Floorplan with the power grid:
The bar under the picture is 20 um long. Pins as bars on the die edge.
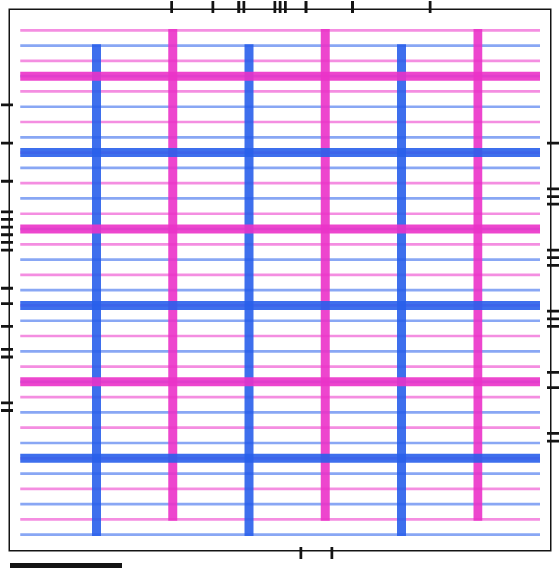
Placement by cell class:
The bar under the picture is 20 um long.
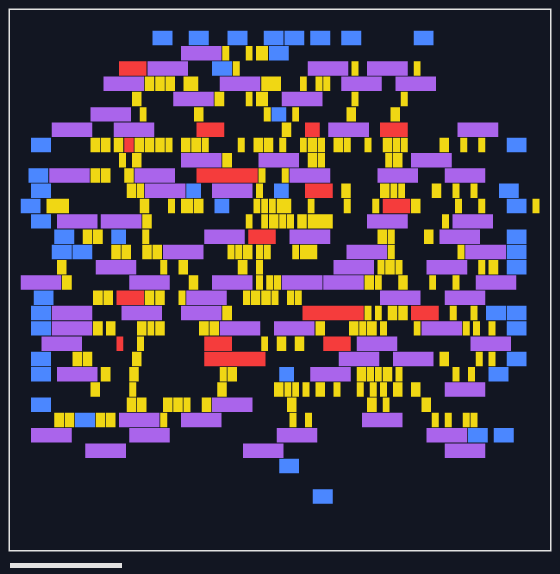
Clock distribution:
The bar under the picture is 20 um long.
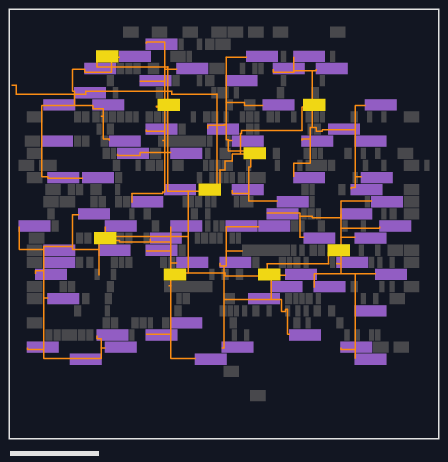
Metal layers overlaid:
Two of the layers only.
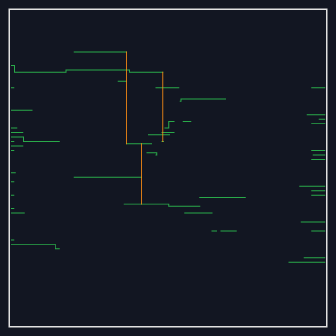
Placed standard cells:
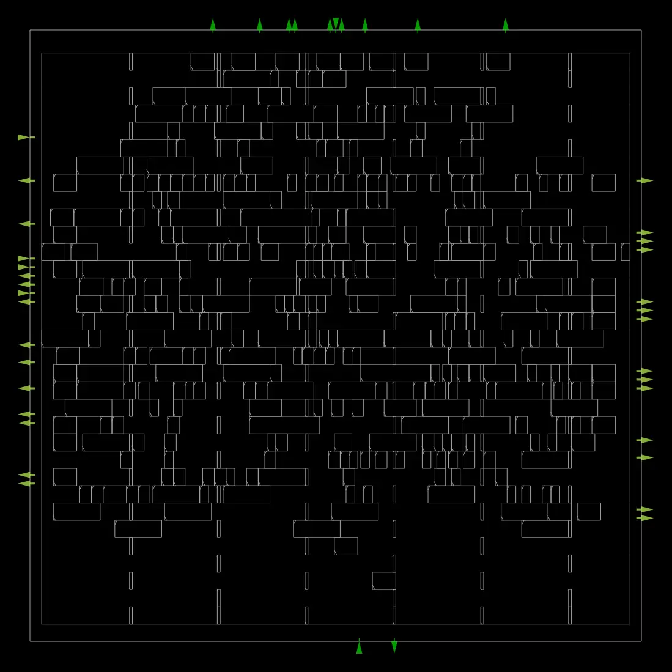
$ cat config.mk
export PLATFORM = sky130hd
export DESIGN_NAME = rll_key_loader
export DESIGN_NICKNAME = d
export VERILOG_FILES = /design/src/rtl/rll_key_pkg.sv /design/src/rtl/rll_crc8_serial.sv /design/src/rtl/rll_key_loader.sv
export SDC_FILE = /design/constraint.sdc
export NUM_CORES = 1
export LEC_CHECK = 0
export ABC_AREA = 1
export CAP_MARGIN = 20
export CORE_MARGIN = 1.5
export CORE_UTILIZATION = 30
export CTS_CLUSTER_SIZE = 12
export DETAILED_ROUTE_END_ITERATION = 8
export PLACE_DENSITY = 0.55
export SLEW_MARGIN = 25
export SYNTH_ARGS = -nofsm -noshare
export SYNTH_HDL_FRONTEND = slang
export SYNTH_HIERARCHICAL = 1
export SYNTH_SLANG_ARGS = --single-unit
$ cat constraint.sdc
create_clock -name clk -period 2.4 [get_ports clk]
set_input_delay 0.6 -clock clk [delete_from_list [all_inputs] [get_ports clk]]
set_output_delay 0.6 -clock clk [all_outputs]
set_load 0.05 [all_outputs]
$ cat src/rtl/rll_key_pkg.sv
// Shared types and constants for the RLL key loader.
package rll_key_pkg;

    localparam int KEY_W_DEFAULT = 32;
    localparam int CRC_W = 8;
    localparam logic [CRC_W-1:0] CRC_POLY = 8'h07;
    localparam logic [CRC_W-1:0] CRC_INIT = 8'h00;

    typedef enum logic [1:0] {
        IDLE   = 2'd0,
        SHIFT  = 2'd1,
        CHECK  = 2'd2,
        COMMIT = 2'd3
    } key_ld_state_t;

    // One serial CRC-8 step, MSB-first, non-reflected.
    function automatic logic [CRC_W-1:0] crc8_step(input logic [CRC_W-1:0] crc,
                                                   input logic bit_in);
        logic fb;
        fb = crc[CRC_W-1] ^ bit_in;
        return {crc[CRC_W-2:0], 1'b0} ^ (fb ? CRC_POLY : '0);
    endfunction

endpackage

$ cat src/rtl/rll_crc8_serial.sv
// Bit-serial CRC-8 accumulator (poly 0x07, init 0x00, no reflection, no final xor).
module rll_crc8_serial
    import rll_key_pkg::*;
(
    input  logic             clk,
    input  logic             rst,
    input  logic             clear,
    input  logic             bit_en,
    input  logic             bit_in,
    output logic [CRC_W-1:0] crc
);

    logic [CRC_W-1:0] crc_q;
    logic [CRC_W-1:0] crc_d;

    // clear has priority over a new bit so a restarted frame starts from init
    always_comb begin
        crc_d = crc_q;
        if (clear) begin
            crc_d = CRC_INIT;
        end else if (bit_en) begin
            crc_d = crc8_step(crc_q, bit_in);
        end
    end

    // CRC register
    always_ff @(posedge clk) begin
        if (rst) begin
            crc_q <= CRC_INIT;
        end else begin
            crc_q <= crc_d;
        end
    end

    assign crc = crc_q;

endmodule

$ cat src/rtl/rll_key_loader.sv
// Serial key loader with atomic commit onto the locked circuit's key bus.
// Optional CRC-8 check of each frame is enabled by RLL_KEY_LOADER_KEY_CRC_EN.
//
// state  | meaning
// IDLE   | no frame in progress, committed key held on key_out
// SHIFT  | accepting serial bits (key, then CRC byte when enabled)
// CHECK  | comparing received CRC with computed CRC (CRC build only)
// COMMIT | one cycle: shadow copied to key_out
module rll_key_loader
    import rll_key_pkg::*;
#(
    parameter int KEY_W = KEY_W_DEFAULT,
    parameter int CNT_W = $clog2(KEY_W + 8)
) (
    input  logic             clk,
    input  logic             rst,
    input  logic             load_start,
    input  logic             s_valid,
    output logic             s_ready,
    input  logic             s_data,
    input  logic             zeroize,
    output logic [KEY_W-1:0] key_out,
    output logic             key_valid,
    output logic             busy,
    output logic             err
);

`ifdef RLL_KEY_LOADER_KEY_CRC_EN
    localparam logic [CNT_W-1:0] KEY_BITS = CNT_W'(KEY_W);
    localparam logic [CNT_W-1:0] LAST_BIT = CNT_W'(KEY_W + CRC_W - 1);
`else
    localparam logic [CNT_W-1:0] LAST_KEY = CNT_W'(KEY_W - 1);
`endif

    key_ld_state_t    state_q, state_d;
    logic [CNT_W-1:0] cnt_q, cnt_d;
    logic [KEY_W-1:0] shadow_q, shadow_d;
    logic [KEY_W-1:0] key_out_q, key_out_d;
    logic             key_valid_q, key_valid_d;
    logic             hs;

`ifdef RLL_KEY_LOADER_KEY_CRC_EN
    logic             err_q, err_d;
    logic [CRC_W-1:0] rx_crc_q, rx_crc_d;
    logic [CRC_W-1:0] crc_calc;
    logic             crc_clear;
    logic             crc_bit_en;

    rll_crc8_serial u_crc (
        .clk    (clk),
        .rst    (rst),
        .clear  (crc_clear),
        .bit_en (crc_bit_en),
        .bit_in (s_data),
        .crc    (crc_calc)
    );
`endif

    assign s_ready = (state_q == SHIFT);
    assign hs      = s_valid && s_ready;

    // next-state and register updates; zeroize beats load_start beats shifting
    always_comb begin
        state_d     = state_q;
        cnt_d       = cnt_q;
        shadow_d    = shadow_q;
        key_out_d   = key_out_q;
        key_valid_d = key_valid_q;
`ifdef RLL_KEY_LOADER_KEY_CRC_EN
        err_d       = err_q;
        rx_crc_d    = rx_crc_q;
        crc_clear   = 1'b0;
        crc_bit_en  = 1'b0;
`endif
        if (zeroize) begin
            state_d     = IDLE;
            cnt_d       = '0;
            shadow_d    = '0;
            key_out_d   = '0;
            key_valid_d = 1'b0;
`ifdef RLL_KEY_LOADER_KEY_CRC_EN
            rx_crc_d    = '0;
            crc_clear   = 1'b1;
`endif
        end else begin
            // a commit always completes, even when a new frame starts on the same edge
            if (state_q == COMMIT) begin
                key_out_d   = shadow_q;
                key_valid_d = 1'b1;
                state_d     = IDLE;
            end
            if (load_start) begin
                state_d  = SHIFT;
                cnt_d    = '0;
                shadow_d = '0;
`ifdef RLL_KEY_LOADER_KEY_CRC_EN
                err_d     = 1'b0;
                rx_crc_d  = '0;
                crc_clear = 1'b1;
`endif
            end else begin
                case (state_q)
                    SHIFT: begin
                        if (hs) begin
                            cnt_d = cnt_q + CNT_W'(1);
`ifdef RLL_KEY_LOADER_KEY_CRC_EN
                            if (cnt_q < KEY_BITS) begin
                                shadow_d   = {shadow_q[KEY_W-2:0], s_data};
                                crc_bit_en = 1'b1;
                            end else begin
                                rx_crc_d = {rx_crc_q[CRC_W-2:0], s_data};
                            end
                            if (cnt_q == LAST_BIT) begin
                                state_d = CHECK;
                            end
`else
                            shadow_d = {shadow_q[KEY_W-2:0], s_data};
                            if (cnt_q == LAST_KEY) begin
                                state_d = COMMIT;
                            end
`endif
                        end
                    end
`ifdef RLL_KEY_LOADER_KEY_CRC_EN
                    CHECK: begin
                        if (crc_calc == rx_crc_q) begin
                            state_d = COMMIT;
                        end else begin
                            err_d   = 1'b1;
                            state_d = IDLE;
                        end
                    end
`endif
                    default: ;
                endcase
            end
        end
    end

    // state and data registers
    always_ff @(posedge clk) begin
        if (rst) begin
            state_q     <= IDLE;
            cnt_q       <= '0;
            shadow_q    <= '0;
            key_out_q   <= '0;
            key_valid_q <= 1'b0;
`ifdef RLL_KEY_LOADER_KEY_CRC_EN
            err_q       <= 1'b0;
            rx_crc_q    <= '0;
`endif
        end else begin
            state_q     <= state_d;
            cnt_q       <= cnt_d;
            shadow_q    <= shadow_d;
            key_out_q   <= key_out_d;
            key_valid_q <= key_valid_d;
`ifdef RLL_KEY_LOADER_KEY_CRC_EN
            err_q       <= err_d;
            rx_crc_q    <= rx_crc_d;
`endif
        end
    end

    assign key_out   = key_out_q;
    assign key_valid = key_valid_q;
    assign busy      = (state_q != IDLE);
`ifdef RLL_KEY_LOADER_KEY_CRC_EN
    assign err       = err_q;
`else
    assign err       = 1'b0;
`endif

endmodule

==> deck_impl_summary.md <==
Implementation Results

Critical path
  – CP peak stage delay: approximately 790 ps
  – WS Path Type: reg -> out
  – Critical Path Source Type: flop
  – RR Endpoint: key_out[31]
  – Worst reg2reg path startpoint: state_q[0]
  – Required @ worst endpoint: 1800 ps
  – R2r worst-path depth: 5
  – Critical Path Fanout Max: 5
  – Critical path's slowest cell: clkdlybuf4s50_1
  – Worst path bufs/invs: 2

Global route
  – Largest net degree at the start of global routing: 49
  – Overall global routing resource usage: 0.1264
  – GRT overflow: 0
  – Initial antenna violation count: 0
  – Vias in the first global route: 1978

STA
  – Max Transition Viols Final: 0
  – Worst slew pin tran: 508.8 ps
  – Slew headroom: 0.6597
  – Final hold vios: 0
  – RSZ-0062 raised after global routing: false
  – Final setup vio count: 0
  – Final Cycle Share: 0.9552
  – Skew final: ~5.6 ps
  – Max Freq: 436.2 MHz

Clocking
  – Htree depth: 3
  – Post CTS Setup Buffer Count: 0
  – Clock Sinks: approximately 73
  – Clk_lat worst skew: 340 ps
  – Maximum clock insertion buffer count: 2

Floorplan
  – Die Ht: 96.10 um
  – Top Ports: 42
  – Die ar.: 9234 sq um
  – Core area: 8299 sq um
  – Floorplan Utilization: 0.3133

Synthesis
  – Syn Inst Count: 322
  – Ys cells: 322
  – Yosys warnings: 6
  – List of most frequent post-synthesis cells: 73 x dfxtp_1, 51 x a21oi_1, 48 x o21ai_0, 45 x nor2_1, 44 x nand2_1
  – Post-Syn Area: 2600 sq um

Route
  – DRC errors left: 0
  – Detailed Routing Iterations Pass 1: 4
  – Drt total wl: 5189 um
  – ANT nets after route: 0
  – DR iter-0 viols: between 90 and 100
  – Via density: between 4 and 5

Power and ir drop
  – Max VDD drop: 0.3228 mV

Finish
  – Area Overhead vs Synth: 27.53%
  – Ratio of cells with drive above 1 in the final layout: 0.07967

Worst hold path
  – Hold path cells: 2

Outcome
  – Status: completed
Notes on 'floorplan with the power grid' above:
legend:
  VDD:
    color: magenta
  VSS:
    color: blue
met1 rails: 34
signal pins: 42
met5 straps: 6
met4 straps: 6
rows: 33

Notes on 'placement by cell class' above:
legend:
  remaining logic cells:
    color: yellow
    cells: 229
    share_of_their_area: 32%
  sequential cells:
    color: purple
    cells: 73
    share_of_their_area: 46%
  clock drivers and dummy loads:
    color: red
    cells: 16
    share_of_their_area: 7.7%
  remaining buffers and delay cells:
    color: blue
    cells: 46
    share_of_their_area: 14%

Notes on 'clock distribution' above:
legend:
  flip-flops:
    color: purple
    count: 73
  clock wires:
    color: orange
    length: 896 um
  clock-net drivers:
    color: yellow
    count: 9
flops lie: all over the die
routed clock nets: 10

Notes on 'metal layers overlaid' above:
legend:
  M4:
    color: orange
    wire_length: 67.3 um
  M3:
    color: green
    wire_length: 316 um
vias: 2113
DR WL/cell: 11.06 um

Notes on 'placed standard cells' above:
fraction of area in registers: 0.4408
filler instances: 852
seq_cells: 73
Final Util: 0.3995
tap cells: 105

-- worst reg2reg max path: stages (launching register included) --
cell,delay (ps)
dfxtp_1,410
nand2_2,80
inv_2,330
buf_4,320
nor2_1,70
nor2_1,110
-- cells in the final DEF (no fill, tap or decap), types with 4 or more instances in the layout --
| cell type | Yosys | layout |
|---|---|---|
| a21oi_1 | 51 | 51 |
| buf_4 | 3 | 6 |
| clkbuf_8 | 0 | 10 |
| clkdlybuf4s50_1 | 0 | 40 |
| dfxtp_1 | 73 | 73 |
| nand3_1 | 4 | 4 |
| o21ai_0 | 48 | 48 |
| inv_1 | 23 | 23 |
| nor2_1 | 45 | 45 |
| nand2_1 | 44 | 44 |
-- sequential cells by signal (all words and copies together) (netlist names) --
signal,count
cnt_q,6
shadow_q,32
key_out,32
key_valid,1
state_q,2
-- per-stage QoR --
| stage | hold WS (ps) | instances | cell area (sq um) | setup slack [ps] |
|---|---|---|---|---|
| after floorplan | 440.4 | 322 | 2600 | 1035 |
| after global placement | 457.7 | 453 | 3072 | 490.0 |
| after detailed placement | 461.3 | 453 | 3072 | 458.7 |
| after CTS | 472.7 | 469 | 3316 | 75.26 |
| after global routing | 493.2 | 469 | 3316 | 2.573 |
| final | 472.6 | 469 | 3316 | 107.5 |
-- worst min-delay path by stage --
| stage | start | end | slack [ps] |
|---|---|---|---|
| final | shadow_q[22] | key_out[22] | 470 |
| after global routing | shadow_q[22] | key_out[22] | 490 |
| after CTS | shadow_q[22] | key_out[22] | 470 |
| after detailed placement | shadow_q[20] | key_out[20] | 460 |
| after global placement | key_valid | key_valid | 460 |
| after floorplan | shadow_q[16] | key_out[16] | 440 |
-- layer usage --
layer | vias up | track usage | routed length, um
met5 | - | 0 | 0
met4 | 0 | 0.04412 | 67
met3 | 8 | 0.05766 | 316
met2 | 59 | 0.1978 | 2203
met1 | 934 | 0.1526 | 2602
li1 | 1112 | - | -
-- power breakdown --
| group | switching (mW) | internal [mW] |
|---|---|---|
| Combinational | 0.0480 | 0.0236 |
| Sequential | 0.00226 | 1.21 |
| Clock | 0.440 | 0.717 |
| Total | 0.491 | 1.95 |
-- final cells by class --
type | instances | share of cell area
clock buffer | 11 | 0.04264
sequential | 73 | 0.4408
multi-input combinational | 203 | 0.2819
clock inverter | 5 | 0.03094
tap | 105 | 0.03962
inverter | 26 | 0.02981
timing repair buffer | 46 | 0.1343
-- logic make-up (layout without fill, tap and decap cells) --
family	count (synthesis)	in the layout	share of synthesized area
and+or+nand+nor	98	98	0.1516
adders and majority gates	1	1	0.004812
other	1	1	0.001442
DFF	73	73	0.5621
AOI/OAI and AO/OA	102	102	0.1983
xor gates and xnor gates	1	1	0.003369
buffers and inverters	46	88	0.07844
Power is estimated from default activity; no workload was simulated.
